Design u409_autoconfig_chain, sky130hd; sources not shown.
Fig. 1: where the registers sit
Scale bar: 20 um.
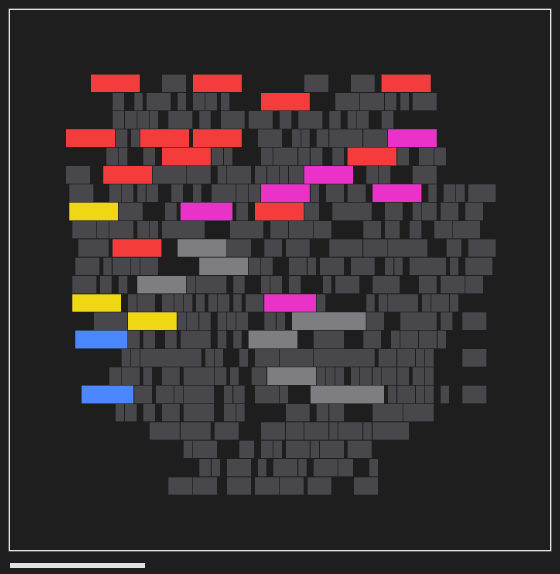
Red marks BASE, placed flops 12. Yellow marks BOARD_VALID, placed flops 3. Magenta marks ofs_q, placed flops 6. Blue marks state_q, placed flops 2.
Another 7 sequential cells are not coloured.
Flop+latch power: 0.586 mW
Util after Layout: 65.9%
storage element area: 626 um^2

Fig. 2: cell outlines without signal wires
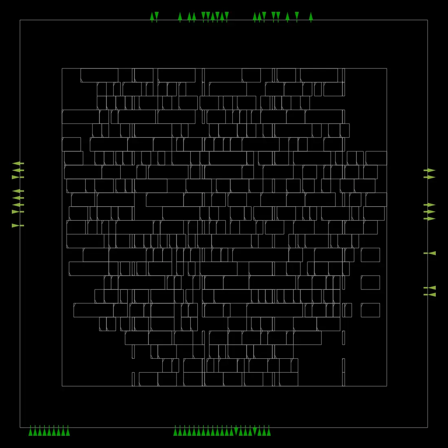
fill count: 345
row count: 23

Fig. 3: routed metal per tile
The die is cut into 16 by 16 equal tiles; dark blue is low, red is high, scaled to the fullest tile. Values are wire area over tile area, all layers added.
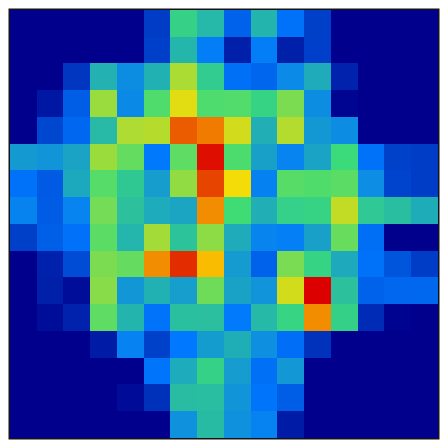
18% of the tiles are over half the peak. 30% of the tiles are nearly empty. The emptiest ninth of the die: lower left.
final wirelength: 4.56 mm
WL/cell: 12.7 um
Via Count: 1720
total track usage: 14.1%

Fig. 4: clock wires, drivers and flops
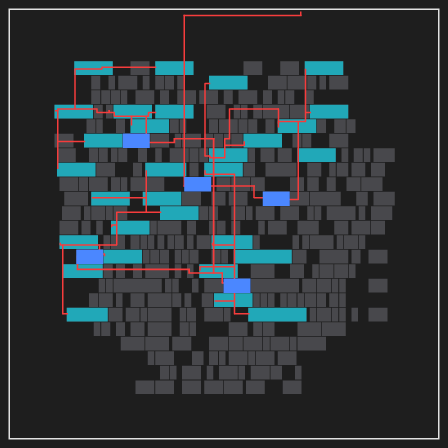
Red marks clock wires, length 406 um. Cyan marks flip-flops, count 30. Blue marks clock-net drivers, count 5.
There are 6 routed clock nets.
Clock Power Share: 38.5%
Clk. pwr: 0.471 mW
worst-skew pair later-pin latency: 0.28 ns

==> reports/metrics.cfg <==
[run_status]
outcome = finished, final reports clean

[sta]
setup_viol = 0
period_used_pct = 97.4
layout_setup_ws_ns = 0.0551
holdWs_ns = 0.345
slew_viol_final = 0
rsz0062_at_grt = yes
slew_headroom_pct = 75.5
post-route-min-period_ns = 2.04
worst_slew_pin_slew_ns = 0.366

[place]
dp_hpwl_mm = 3.47
numPortBuffers = 55
place_area_mm2 = 0.00244
dpl_worst_slack_ns = -0.417
placed_cells = 352
gp_congestion = 0.805

[die]
fp-utilization_pct = 41.3
coreArea_mm2 = 0.00400
io_pins = 65
taps = 50
fp.dieH_um = 80.3
chip_area_mm2 = 0.00644

[drt]
drt-met1-wl_mm = 1.93
dr_wl_met2_mm = 2.35
top_layer_used = met4
drt_first_pass_iters = 4
drt_iter0_markers = 67
drc = 0
met3_length_um = 229

[power_and_ir_drop]
maxPowerGroup = registers
power.switching_mw = 0.284
leakage_nw = 1.04
p_comb_mw = 0.165
pwr-share-comb_pct = 13.5
internal_power_mw = 0.938
swShare_pct = 23.3

[setup_path]
crit_path_top_delay_cell = dfxtp_2
regToRegSetupSlack_ns = 0.27
crit_family = simple AND/OR/NAND/NOR gates
crit_cells = 7
r2r_cells = 8
worst-endpoint-arrival_ns = 1.52
cp_num_buf_inv = 3
worstPathRequired_ns = 1.58
start_kind = flip-flop
cpPeakStageDelay_ns = 0.34
cp_max_fo = 3
cp_cell_sequence = inv_2, buf_4, nand4_1, nor2_2, nor3_2, o2111ai_2, buf_6
crit_type = reg -> out

[worst_hold_path]
whs_path_depth = 2
hp-class = reg -> reg

[logic_synthesis]
mux_share_pct = 0
synth-edff-count = 2
synth.most_common_cell = inv_1
top_area_cell = dfxtp_1
area_leaders = dfxtp_1 (34%), ha_1 (11%), a21oi_1 (9.4%), inv_1 (8.4%), nand2_1 (7.7%)
simple_gate_share_pct = 22.6
ys.flop_type = dfxtp_1
synth_area_per_cell_um2 = 7.37
synthXorXnorAreaFrac_pct = 0
ys_seq_share_pct = 37.6
ys_cells = 224
top_cells_by_count = inv_1 (37), nand2_1 (34), a21oi_1 (31)
syn_inst = 224
synth.cellmix.compoundShare_pct = 18.3
syn-cell-area_mm2 = 0.00165
ys_sh_adder_pct = 11.4
synth-async-reset-ratio_pct = 0
ys.flops = 30
synthTopLogicFamily = simple AND/OR/NAND/NOR gates

[cts]
cts_setup_buffers = 0
cts_root_buf = clkbuf_8
cts_buffer_depth = 2
clkTransAtPathRegs_ns = 0.07
cts_tree = yes
cts_buffers = 5
hold_buffers = 0
cts.sinks = 30
post_cts_resize_count = 12
h-tree-depth = 2

[global_routing]
busiest_layer = met2
grt_pass1_vias = 1615
antenna_found_initial = 0
grt_max_degree = 26
met2_usage_pct = 23.9
grt-ovfl-total = 0
grt_pass1_wl_mm = 7.22
grtUsageMet3_pct = 4.46

[finish]
comb_cells = 150
inv_count = 40
n_all_buffers = 81
comb_area_um2 = 962
flops = 30
layout_top_cells = clkdlybuf4s50_1 (48), nand2_1 (34), inv_1 (33), a21oi_1 (31), buf_4 (29)
clkbuf_count = 6
largest_cell_class = multi-input combinational cells
seq_share_pct = 23.7
largest_reg_flops = 12
clkCellAreaFrac_pct = 3.46
syn_to_final_growth_pct = 59.7

[run]
drv_cap = 0
log.warning_count = 48

Power figures rest on the tool's default switching activity, not on a simulated workload.
